--- src/rtl/gate_quiz_sequencer.sv ---
// Quiz sequencer for the gates trainer: debounced step/check buttons, operand pattern, scoring.
// Optional auto-step timer is compiled in with `define GATE_QUIZ_AUTO_EN.
module gate_quiz_sequencer #(
    parameter int unsigned DEBOUNCE_CYCLES = 16,
    parameter int unsigned AUTO_DIV        = 1024,
    parameter int unsigned SCORE_W         = 4
) (
    input  logic               clk,
    input  logic               rst_n,
    input  logic               ena,
    input  logic               step_btn,
    input  logic               check_btn,
    input  logic               auto_en,
    input  logic [2:0]         gate_sel,
    input  logic               guess,
    input  logic [7:0]         gate_res,
    output logic               a_out,
    output logic               b_out,
    output logic [SCORE_W-1:0] attempts,
    output logic [SCORE_W-1:0] correct,
    output logic               last_ok,
    output logic               last_bad,
    output logic               ready
);

    localparam int unsigned CntW = $clog2(DEBOUNCE_CYCLES + 1);

    typedef enum logic [1:0] {StReady, StSettle, StJudge} state_e;

    // Index 0 is the step button, index 1 the check button.
    logic [1:0]           raw;
    logic [1:0]           sync1_q;
    logic [1:0]           sync2_q;
    logic [1:0]           db_q;
    logic [1:0]           db_prev_q;
    logic [1:0][CntW-1:0] cnt_q;
    logic [1:0]           btn_evt;

    state_e               state_q;
    logic                 settle_q;
    logic [1:0]           pat_q;
    logic [SCORE_W-1:0]   attempts_q;
    logic [SCORE_W-1:0]   correct_q;
    logic                 last_ok_q;
    logic                 last_bad_q;
    logic                 ready_q;

    logic                 auto_evt;
    logic                 step_evt;
    logic                 check_evt;
    logic                 match;

    assign raw = {check_btn, step_btn};

    always_ff @(posedge clk or negedge rst_n) begin
        if (!rst_n) begin
            sync1_q   <= '0;
            sync2_q   <= '0;
            db_q      <= '0;
            db_prev_q <= '0;
            cnt_q     <= '0;
        end else if (ena) begin
            sync1_q   <= raw;
            sync2_q   <= sync1_q;
            db_prev_q <= db_q;
            for (int i = 0; i < 2; i++) begin
                if (sync2_q[i] == db_q[i]) begin
                    cnt_q[i] <= '0;
                end else if (cnt_q[i] == CntW'(DEBOUNCE_CYCLES - 1)) begin
                    db_q[i]  <= sync2_q[i];
                    cnt_q[i] <= '0;
                end else begin
                    cnt_q[i] <= cnt_q[i] + 1'b1;
                end
            end
        end
    end

    assign btn_evt = db_q & ~db_prev_q;

`ifdef GATE_QUIZ_AUTO_EN
    localparam int unsigned TmrW = (AUTO_DIV > 1) ? $clog2(AUTO_DIV) : 1;

    logic [TmrW-1:0] timer_q;

    always_ff @(posedge clk or negedge rst_n) begin
        if (!rst_n) begin
            timer_q <= '0;
        end else if (ena) begin
            if (!auto_en || (timer_q == TmrW'(AUTO_DIV - 1))) begin
                timer_q <= '0;
            end else begin
                timer_q <= timer_q + 1'b1;
            end
        end
    end

    assign auto_evt = auto_en && (timer_q == TmrW'(AUTO_DIV - 1));
`else
    logic unused_auto;

    assign unused_auto = auto_en | (AUTO_DIV == 0);
    assign auto_evt    = 1'b0;
`endif

    assign step_evt  = btn_evt[0] | auto_evt;
    assign check_evt = btn_evt[1];
    assign match     = (gate_res[gate_sel] == guess);

    always_ff @(posedge clk or negedge rst_n) begin
        if (!rst_n) begin
            state_q    <= StReady;
            settle_q   <= 1'b0;
            pat_q      <= 2'b00;
            attempts_q <= '0;
            correct_q  <= '0;
            last_ok_q  <= 1'b0;
            last_bad_q <= 1'b0;
            ready_q    <= 1'b1;
        end else if (ena) begin
            unique case (state_q)
                StReady: begin
                    // Step has priority; a simultaneous check is dropped.
                    if (step_evt) begin
                        pat_q      <= pat_q + 2'b01;
                        last_ok_q  <= 1'b0;
                        last_bad_q <= 1'b0;
                        settle_q   <= 1'b0;
                        state_q    <= StSettle;
                        ready_q    <= 1'b0;
                    end else if (check_evt) begin
                        state_q <= StJudge;
                        ready_q <= 1'b0;
                    end
                end
                StSettle: begin
                    if (settle_q) begin
                        state_q <= StReady;
                        ready_q <= 1'b1;
                    end else begin
                        settle_q <= 1'b1;
                    end
                end
                StJudge: begin
                    if (attempts_q != '1) begin
                        attempts_q <= attempts_q + 1'b1;
                    end
                    if (match && (correct_q != '1)) begin
                        correct_q <= correct_q + 1'b1;
                    end
                    last_ok_q  <= match;
                    last_bad_q <= ~match;
                    state_q    <= StReady;
                    ready_q    <= 1'b1;
                end
                default: begin
                    state_q <= StReady;
                    ready_q <= 1'b1;
                end
            endcase
        end
    end

    assign a_out    = pat_q[0];
    assign b_out    = pat_q[1];
    assign attempts = attempts_q;
    assign correct  = correct_q;
    assign last_ok  = last_ok_q;
    assign last_bad = last_bad_q;
    assign ready    = ready_q;

endmodule

--- config.mk ---
export PLATFORM = sky130hd
export DESIGN_NAME = gate_quiz_sequencer
export DESIGN_NICKNAME = d
export VERILOG_FILES = /design/src/rtl/gate_quiz_sequencer.sv
export SDC_FILE = /design/constraint.sdc
export NUM_CORES = 1
export LEC_CHECK = 0
export ABC_AREA = 1
export CORE_MARGIN = 2
export CORE_UTILIZATION = 52
export CTS_CLUSTER_SIZE = 25
export DETAILED_ROUTE_END_ITERATION = 10
export HOLD_SLACK_MARGIN = 0.08
export PLACE_DENSITY = 0.79
export SLEW_MARGIN = 20
export SYNTH_ARGS = -nofsm -noshare
export SYNTH_HDL_FRONTEND = slang
export SYNTH_SLANG_ARGS = --single-unit
--- constraint.sdc ---
create_clock -name clk -period 1.6 [get_ports clk]
set_clock_uncertainty 0.2 [all_clocks]
set_input_delay 0.4 -clock clk [delete_from_list [all_inputs] [get_ports clk]]
set_output_delay 0.4 -clock clk [all_outputs]
set_load 0.02 [all_outputs]
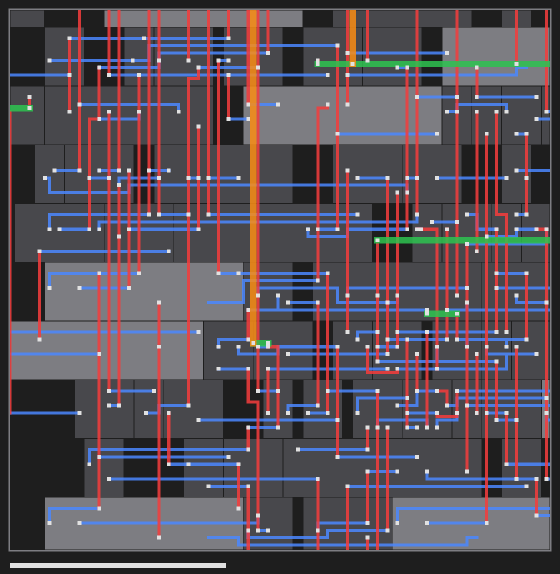
Fig. 1. Zoomed window (run 1).
The bar under the picture is 10 µm long. Window x 3 to 28, y 3 to 28 µm. Cells in gray, sequential cells in the stronger gray; small squares are vias.
[M2] red
[M4] orange
[M3] green
[M1] blue
cells with their middle in the window: 54
netlist names of flops here include: attempts (3), correct (2)
sequential cells in the window: 6
most frequent: buf_4 (9)

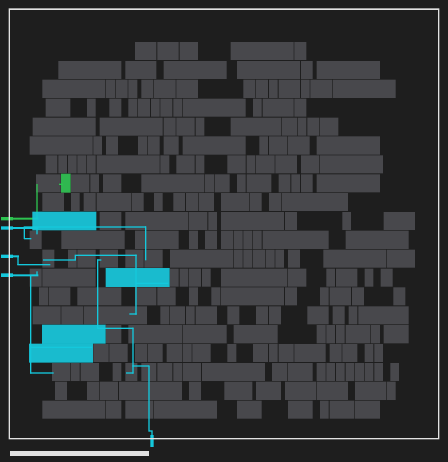
Fig. 2. Wires at chosen ports, followed through buffers (run 1).
The bar under the picture is 20 µm long.
[attempts] cyan | bits: 4 | direction: output | edge: 3 left, 1 bottom | end cells: 4 | buffers: 4 | wire: 129 µm
[check_btn] green | bits: 1 | direction: input | edge: left | end cells: 1 | buffers: 1 | wire: 8.80 µm

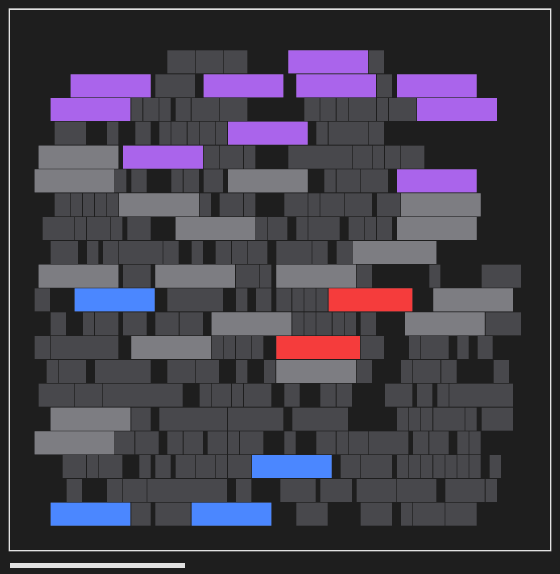
Fig. 3. Sequential cells colored by netlist name (run 1).
The bar under the picture is 20 µm long. Other sequential cells in the stronger gray, the rest of the logic in the fainter gray.
[state_q] red | placed flops: 2
[cnt_q] purple | placed flops: 10
[correct] blue | placed flops: 4
final core occ: 74.31%
flop share of the area: 37.06%

[run 1: Yosys cell counts (2+ instances only)]
master and number:
a21oi_1 2, a22o_1 2, a31oi_1 2, buf_2 2
dfrtp_1 33, ha_1 4, inv_1 24, inv_2 5
nand2_1 43, nand2_2 5, nand3_1 12, nand3_4 3
nand4_1 4, nor2_1 6, nor2_2 2, nor3_1 3
o21a_1 2, o21ai_0 18, o21ai_1 2, xnor2_1 3
xor2_1 10
[run 1: power breakdown]
| group | switching [mW] | leakage (nW) | internal, mW |
|---|---|---|---|
| registers | 0.194 | 0.425 | 1.10 |
| clock network | 0.296 | 0.0343 | 0.211 |
| logic | 0.863 | 0.728 | 0.634 |
==> notes.md, run 1 <==
run results: clk_buf instances 6, Syn Nets 215, clock sink count 34, antenna-violating nets left 0, non-filler cells, final 287, AO/OA Area Share 10.41%, total number of H-tree levels 2, DR vias 1455, metal2 WL 1978 µm, Yosys Warn Count 0, Area leader share 47.72%, yosys cell count 193, violated checks negative setup slack, hold_buf cts 0, fmax 621.1 MHz, DRC Markers 0, area leader, netlist dfrtp_1, comb. cell area 843.3 µm², crit path to ready, number of non-clock inverters in the layout 29, Ports 31, Final WS setup -0.01011 ns, Setup Viol. Count Final 1, status complete, but fails checks, max FFs per register 10, routing usage on met2 36.69%, Fillers 227, HPWL after DPL 2621 µm, Signal buf overhead 16.49%, Yosys chip area 1730 µm², Synth area leaders dfrtp_1 48%, nand2_1 9.3%, o21ai_0 5.2%, Num CTS Buffers 5, Simple-Gate Area Share 23.36%, Flops 34, Final Slew Violations 0, overall power 3.300 mW, r2r endpoint correct[0], Final period util 100.6%, Max Fanout on Critical Path 2, I/O Buffers 29, Worst path slowest cell dfstp_2, Clock Path Buffers 2
--- run 2 (diff from run 1) ---
--- a/config.mk
+++ b/config.mk
@@ -6,6 +6,7 @@
 export NUM_CORES = 1
 export LEC_CHECK = 0
 export ABC_AREA = 1
+export CORE_ASPECT_RATIO = 1.5
 export CORE_MARGIN = 2
 export CORE_UTILIZATION = 52
 export CTS_CLUSTER_SIZE = 25
==> notes.md, run 2 <==
run results: clock sink count 34, combinational cell power 1.39 mW, Yosys Warn Count 0, flop share of the area 36.24%, Power Clock 0.653 mW, Final Slew Violations 0, comb. cell area 808.3 µm², DRC Markers 0, Final period util 97.71%, crit path to b_out, status finished clean, metal2 WL 1932 µm, Comb pwr share 41.9%, max FFs per register 10, Synth area leaders dfrtp_1 48%, nand2_1 9.3%, o21ai_0 5.2%, HPWL after DPL 2402 µm, sequential share of power 38.3%, number of non-clock inverters in the layout 29, yosys cell count 193, count leader, synth nand2_1
[run 2: cell counts after synthesis]
No cell type changed its count.
[run 2: kinds of logic after synthesis]
| kind of cell | share of synthesized area (%) |
|---|---|
| xor+xnor | 6.580 |
| flops | 49.24 |
| compound gates | 10.41 |
| buf+inv | 7.520 |
| fa+ha+maj | 2.892 |
| simple gates | 23.35 |
[run 2: routing by layer]
layer	global-route usage, %	vias to the layer above
li1	-	728
met1	20.95	656
met2	36.65	29
met3	4.960	7
met4	10.81	0
met5	0	-
[run 2: repair_timing]
| action | CTS | global route |
|---|---|---|
| hold buffers | 0 | 0 |
| setup endpoints to repair | 22 | 18 |
| resized | 26 | 33 |
| pin swaps | 0 | 14 |
| buffers inserted | 0 | 3 |
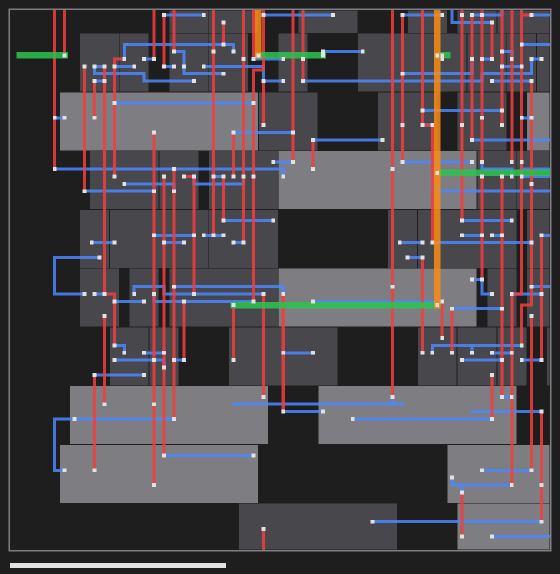
Fig. 4. Zoomed window (run 2).
The bar under the picture is 10 µm long. Window x 0 to 25, y 6 to 31 µm. Cells in gray, sequential cells in the stronger gray; small squares are vias.
[M4] orange
[M3] green
[M1] blue
[M2] red
cells with their middle in the window: 40
netlist names of flops here include: cnt_q (6), attempts (1)
most frequent: o21ai_0 (7), dfrtp_1 (7), nand2_1 (5)
sequential cells in the window: 7

--- run 3 (diff from run 2) ---
--- a/config.mk
+++ b/config.mk
@@ -6,13 +6,14 @@
 export NUM_CORES = 1
 export LEC_CHECK = 0
 export ABC_AREA = 1
+export ABC_CLOCK_PERIOD_IN_PS = 1400
 export CORE_ASPECT_RATIO = 1.5
 export CORE_MARGIN = 2
-export CORE_UTILIZATION = 52
+export CORE_UTILIZATION = 47
 export CTS_CLUSTER_SIZE = 25
 export DETAILED_ROUTE_END_ITERATION = 10
 export HOLD_SLACK_MARGIN = 0.08
-export PLACE_DENSITY = 0.79
+export PLACE_DENSITY = 0.75
 export SLEW_MARGIN = 20
 export SYNTH_ARGS = -nofsm -noshare
 export SYNTH_HDL_FRONTEND = slang
==> constraint.sdc (replaced) <==
create_clock -name clk -period 1.4 [get_ports clk]
set_clock_uncertainty 0.2 [all_clocks]
set_input_delay 0.35 -clock clk [delete_from_list [all_inputs] [get_ports clk]]
set_output_delay 0.35 -clock clk [all_outputs]
set_load 0.02 [all_outputs]
==> notes.md, run 3 <==
run results: flop share of the area 32.81%, comb. cell area 918.4 µm², violated checks negative setup slack, metal2 WL 2241 µm, hold_buf cts 0, HPWL after DPL 2583 µm, clock sink count 34, Worst path slowest cell dfstp_2, Final Slew Violations 0, Ports 31, DRC Markers 0, Final WS setup -0.1019 ns, Yosys chip area 1730 µm², max FFs per register 10, number of non-clock inverters in the layout 29, grt met1 use 21.72%, Setup Viol. Count Final 13, total number of H-tree levels 2, status complete, but fails checks, final core occ 72.38%, DR vias 1520, crit path to ready, Signal buf overhead 22.38%, area leader, netlist dfrtp_1
## run 3: power by group
part / internal (mW) / leakage (nW) / switching (mW)
Clock: 0.397 / 0.0482 / 0.351
Sequential: 1.27 / 0.422 / 0.216
Combinational: 1.20 / 0.839 / 1.17
Total: 2.87 / 1.31 / 1.73
## run 3: kinds of logic (layout without fill, tap and decap cells)
| family | after synthesis | in the layout | synth area share, % |
|---|---|---|---|
| AOI/OAI and AO/OA | 30 | 30 | 10.41 |
| buffers and inverters | 32 | 103 | 7.520 |
| adders and majority gates | 4 | 4 | 2.892 |
| and+or+nand+nor | 80 | 80 | 23.35 |
| DFF | 34 | 34 | 49.24 |
| xor gates and xnor gates | 13 | 13 | 6.580 |
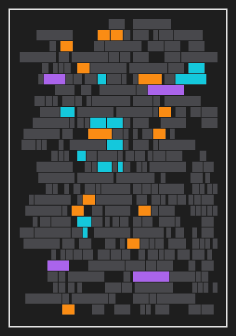
Fig. 5. Logic cells by family (run 3).
[fa/ha/maj cells] purple | cells: 4
[nor cells] cyan | cells: 12 | most used: nor2_4
[xor and xnor cells] orange | cells: 13 | most used: xor2_1
Top cell excl fill/tap: nand2_1
non-filler cells, final: 307
fraction of area in multi-input gates: 35.10%

Power is estimated from default activity; no workload was simulated.
